**Nets reached from selected ports**

Bar = 20 um.
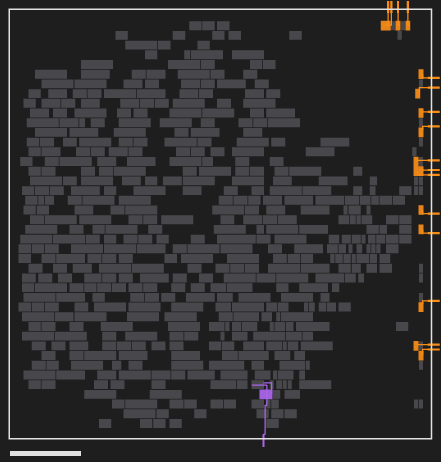
**A small window of the routed layout**

Bar = 10 um. Region (17, 18) to (42, 43) um. Cells in grey, sequential cells in the stronger grey; small squares are vias.
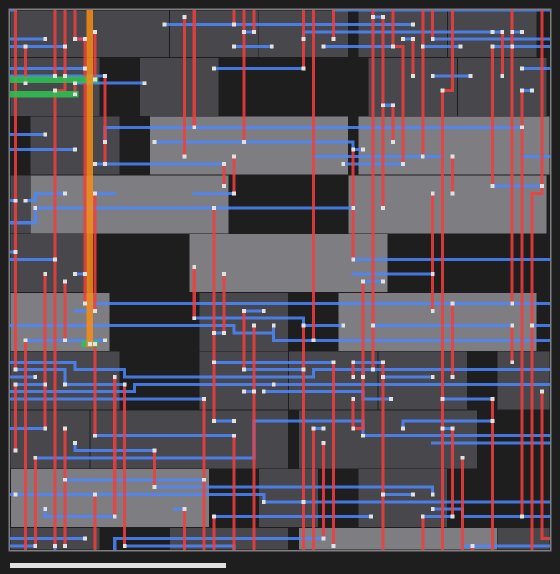
**Gate-type map**

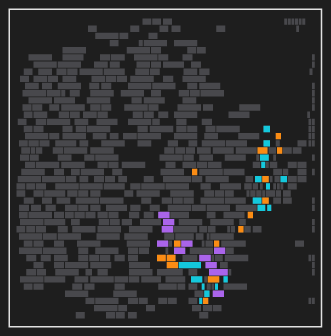
**src/rtl/rf_wb_pkg.sv**
```systemverilog
// Shared constants and entry type for the register-file writeback controller.
package rf_wb_pkg;

  localparam int RF_DATA_W = 16;
  localparam int RF_ADDR_W = 3;
  localparam int RF_NREGS  = 2 ** RF_ADDR_W;

  // One queued register-file write: destination index and value.
  typedef struct packed {
    logic [RF_ADDR_W-1:0] addr;
    logic [RF_DATA_W-1:0] data;
  } wb_entry_t;

endpackage

```
**src/rtl/rf_wb_fifo.sv**
```systemverilog
// rf_wb_fifo: circular buffer with two push ports and one pop port.
// Push port 0 is the older of two simultaneous pushes; a lone push on port 1
// takes the next free slot. All entries are exported oldest-first together
// with their valid bits so the parent can build scoreboard and bypass views.
module rf_wb_fifo
  import rf_wb_pkg::*;
#(
  parameter int DEPTH = 4
) (
  input  logic                     clk,
  input  logic                     reset,
  input  logic                     i_push0,
  input  wb_entry_t                i_push0_entry,
  input  logic                     i_push1,
  input  wb_entry_t                i_push1_entry,
  input  logic                     i_pop,
  output wb_entry_t                o_entries [DEPTH],
  output logic [DEPTH-1:0]         o_valid,
  output logic [$clog2(DEPTH):0]   o_count
);

  localparam int PW = $clog2(DEPTH);

  wb_entry_t       r_mem [DEPTH];
  logic [PW-1:0]   r_rd_ptr;
  logic [PW-1:0]   r_wr_ptr;
  logic [PW:0]     r_count;

  logic [1:0]      w_npush;
  logic            w_pop;
  logic [PW+1:0]   w_occ_next;

  assign w_npush    = {1'b0, i_push0} + {1'b0, i_push1};
  assign w_pop      = i_pop && (r_count != '0);
  assign w_occ_next = {1'b0, r_count} + (PW+2)'(w_npush) - (PW+2)'(w_pop);

  // Storage, pointers and occupancy; entries are cleared on reset so the
  // write-port data reads zero until the first push.
  always_ff @(posedge clk or posedge reset) begin
    if (reset) begin
      for (int i = 0; i < DEPTH; i++) begin
        r_mem[i] <= '0;
      end
      r_rd_ptr <= '0;
      r_wr_ptr <= '0;
      r_count  <= '0;
    end else begin
      if (i_push0) begin
        r_mem[r_wr_ptr] <= i_push0_entry;
      end
      if (i_push1) begin
        r_mem[i_push0 ? r_wr_ptr + PW'(1) : r_wr_ptr] <= i_push1_entry;
      end
      r_wr_ptr <= r_wr_ptr + PW'(w_npush);
      r_rd_ptr <= r_rd_ptr + PW'(w_pop);
      r_count  <= w_occ_next[PW:0];
    end
  end

  // The parent's ready logic must never let occupancy exceed the buffer.
  assert property (@(posedge clk) disable iff (reset) (w_occ_next <= (PW+2)'(DEPTH)));

  // Present entries oldest-first: slot gi is gi positions behind the head.
  for (genvar gi = 0; gi < DEPTH; gi++) begin : g_view
    assign o_entries[gi] = r_mem[r_rd_ptr + PW'(gi)];
    assign o_valid[gi]   = ((PW+1)'(gi) < r_count);
  end

  assign o_count = r_count;

endmodule

```
**src/rtl/rf_writeback_ctrl.sv**
```systemverilog
// rf_writeback_ctrl: write-side front end for the 8x16 register file.
// Queues ALU and load writebacks in order, retires one per cycle onto the
// register-file write port, and exports a pending-write mask for hazard checks.
// Build option: define RF_WB_BYPASS_EN to enable the youngest-entry read
// bypass lookups; otherwise byp_* are tied to zero and chk_rr* are ignored.
module rf_writeback_ctrl
  import rf_wb_pkg::*;
#(
  parameter int DATA_W = RF_DATA_W,
  parameter int ADDR_W = RF_ADDR_W,
  parameter int DEPTH  = 4
) (
  input  logic                     clk,
  input  logic                     reset,
  input  logic                     alu_valid,
  output logic                     alu_ready,
  input  logic [ADDR_W-1:0]        alu_addr,
  input  logic [DATA_W-1:0]        alu_data,
  input  logic                     mem_valid,
  output logic                     mem_ready,
  input  logic [ADDR_W-1:0]        mem_addr,
  input  logic [DATA_W-1:0]        mem_data,
  output logic                     rf_write,
  output logic [ADDR_W-1:0]        rf_wr,
  output logic [DATA_W-1:0]        rf_wd,
  output logic [2**ADDR_W-1:0]     pend_mask,
  output logic [$clog2(DEPTH):0]   q_count,
  input  logic [ADDR_W-1:0]        chk_rr1,
  input  logic [ADDR_W-1:0]        chk_rr2,
  output logic                     byp_hit1,
  output logic [DATA_W-1:0]        byp_data1,
  output logic                     byp_hit2,
  output logic [DATA_W-1:0]        byp_data2
);

  localparam int CW = $clog2(DEPTH) + 1;

  wb_entry_t       w_entries [DEPTH];
  logic [DEPTH-1:0] w_valid;
  wb_entry_t       w_mem_entry;
  wb_entry_t       w_alu_entry;
  logic            w_nonempty;
  logic [CW:0]     w_free;
  logic            w_mem_push;
  logic            w_alu_push;

  assign w_nonempty = (q_count != '0);

  // A slot freed by this cycle's pop is usable by this cycle's pushes.
  assign w_free    = (CW+1)'(DEPTH) - {1'b0, q_count} + (CW+1)'(w_nonempty);
  assign mem_ready = (w_free >= (CW+1)'(1));
  assign alu_ready = mem_valid ? (w_free >= (CW+1)'(2)) : (w_free >= (CW+1)'(1));

  // Writes to r0 are accepted but dropped, since r0 is hardwired zero.
  assign w_mem_push = mem_valid && mem_ready && (mem_addr != '0);
  assign w_alu_push = alu_valid && alu_ready && (alu_addr != '0);

  assign w_mem_entry = '{addr: mem_addr, data: mem_data};
  assign w_alu_entry = '{addr: alu_addr, data: alu_data};

  // Load entry is pushed on port 0 so it lands ahead of a same-cycle ALU entry.
  rf_wb_fifo #(
    .DEPTH (DEPTH)
  ) u_fifo (
    .clk           (clk),
    .reset         (reset),
    .i_push0       (w_mem_push),
    .i_push0_entry (w_mem_entry),
    .i_push1       (w_alu_push),
    .i_push1_entry (w_alu_entry),
    .i_pop         (w_nonempty),
    .o_entries     (w_entries),
    .o_valid       (w_valid),
    .o_count       (q_count)
  );

  // The head retires every cycle the queue is non-empty; no write-port stall.
  assign rf_write = w_nonempty;
  assign rf_wr    = w_entries[0].addr;
  assign rf_wd    = w_entries[0].data;

  // Scoreboard: mark every register targeted by a queued entry.
  always_comb begin
    pend_mask = '0;
    for (int i = 0; i < DEPTH; i++) begin
      if (w_valid[i]) begin
        pend_mask[w_entries[i].addr] = 1'b1;
      end
    end
    pend_mask[0] = 1'b0;
  end

`ifdef RF_WB_BYPASS_EN
  // Bypass lookup: scanning oldest to youngest lets the youngest match win.
  always_comb begin
    byp_hit1  = 1'b0;
    byp_data1 = '0;
    byp_hit2  = 1'b0;
    byp_data2 = '0;
    for (int i = 0; i < DEPTH; i++) begin
      if (w_valid[i] && (chk_rr1 != '0) && (w_entries[i].addr == chk_rr1)) begin
        byp_hit1  = 1'b1;
        byp_data1 = w_entries[i].data;
      end
      if (w_valid[i] && (chk_rr2 != '0) && (w_entries[i].addr == chk_rr2)) begin
        byp_hit2  = 1'b1;
        byp_data2 = w_entries[i].data;
      end
    end
  end
`else
  // Bypass disabled: lookup ports are kept for a stable interface only.
  logic w_unused_chk;
  assign w_unused_chk = ^{chk_rr1, chk_rr2};
  assign byp_hit1  = 1'b0;
  assign byp_data1 = '0;
  assign byp_hit2  = 1'b0;
  assign byp_data2 = '0;
`endif

endmodule

```
**config.mk**
```make
export PLATFORM = sky130hd
export DESIGN_NAME = rf_writeback_ctrl
export DESIGN_NICKNAME = d
export VERILOG_FILES = /design/src/rtl/rf_wb_pkg.sv /design/src/rtl/rf_wb_fifo.sv /design/src/rtl/rf_writeback_ctrl.sv
export SDC_FILE = /design/constraint.sdc
export NUM_CORES = 1
export LEC_CHECK = 0
export ABC_CLOCK_PERIOD_IN_PS = 8900
export CORE_AREA = 2 2 116 118
export CTS_BUF_LIST = sky130_fd_sc_hd__clkbuf_8 sky130_fd_sc_hd__clkbuf_16
export CTS_CLUSTER_SIZE = 10
export DETAILED_ROUTE_END_ITERATION = 6
export DIE_AREA = 0 0 118 120
export PLACE_DENSITY = 0.81
export SYNTH_ARGS = -nofsm -noshare
export SYNTH_HDL_FRONTEND = slang
export SYNTH_HIERARCHICAL = 1
export SYNTH_SLANG_ARGS = --single-unit
```
**constraint.sdc**
```tcl
create_clock -name clk -period 8.9 [get_ports clk]
set_input_delay 2.225 -clock clk [delete_from_list [all_inputs] [get_ports clk]]
set_output_delay 2.225 -clock clk [all_outputs]
set_load 0.03 [all_outputs]
```
==> results.yml <==
# synthesis and place-and-route metrics
cts:
  clk_path_buf_depth: 2
  cts_hold_buf: 0
  cts_tree: "done"
  post_cts_resized: 0
global_routing:
  grtUsageMet3: 0.0447
  use_met2: 0.322
sta:
  worst-slew-pin-transition_ns: 1.16
  rsz0062_at_grt: "no"
  fin_crit_ns: 5.90
  setup_violations: 0
floorplan:
  die_height_um: 120
  io_pins: 115
  die_w_um: 118
  initial_utilization: 0.450
  num_rows: 42
power_and_ir_drop:
  internal_power_uw: 1920
  powerSeq_uw: 755
  switching_share: 0.407
  power_combinational_uw: 2100
  power.density_mw_per_mm2: 476
cells_and_area:
  fin_cells: 664
  largest_register_ffs: 76
  flop-count: 83
critical_path:
  critPathCapture: "alu_ready"
  criticalPathCategory: "in2out"
  endpoint_kind: "primary output"
  crit_fanout: 2
  required_ns: 6.68
  critical_path_arrival_ns: 3.67
place:
  placed_area_mm2: 0.00649
  dp.cells: 648
routing:
  wl_met3_um: 673
  highest_layer: "met4"
run_status:
  status: "finished clean"
Back to the opening pictures, 'nets reached from selected ports':
[`byp_data1`] orange | bits: 16 | direction: output | edge: 12 east, 4 north | end cells: 16 | buffers: 0 | wire: 51.8 um
[`alu_valid`] purple | bits: 1 | direction: input | edge: south | end cells: 1 | buffers: 1 | wire: 24.9 um

Back to the opening pictures, 'a small window of the routed layout':
[met1] blue
[met2] red
[met3] green
[met4] orange
most frequent: mux2_2 (16), dfrtp_1 (8)
sequential cells in the window: 8
cells with their middle in the window: 31
netlist names of flops here include: `u_fifo/r_mem` (8)

Back to the opening pictures, 'gate-type map':
[AND and OR gates] orange | cells: 15 | most used: or3_1
[NOR gates] cyan | cells: 17
[adder and majority cells] purple | cells: 11 | most used: ha_1 | where: south

-- layout by cell type, fill, tap and decap left out, drive strengths merged, types with 2 or more instances in the layout --
| cell type | instances |
|---|---|
| nor3 | 4 |
| nor3b | 5 |
| xnor2 | 7 |
| nand4 | 2 |
| or4 | 2 |
| or2 | 2 |
| nand3 | 2 |
| o21ai | 2 |
| inv | 10 |
| mux2 | 152 |
| ha | 10 |
| mux4 | 28 |
| buf | 2 |
| nor2 | 3 |
| nand2b | 3 |
| and4bb | 2 |
| or3 | 5 |
| dfrtp | 83 |
| o32a | 2 |
| clkdlybuf4s50 | 73 |
| nor4b | 2 |
| clkinv | 5 |
| o311a | 2 |
| conb | 35 |
| nor4bb | 2 |
| a31oi | 2 |
| nand2 | 13 |
| clkbuf | 10 |
| nand4b | 4 |
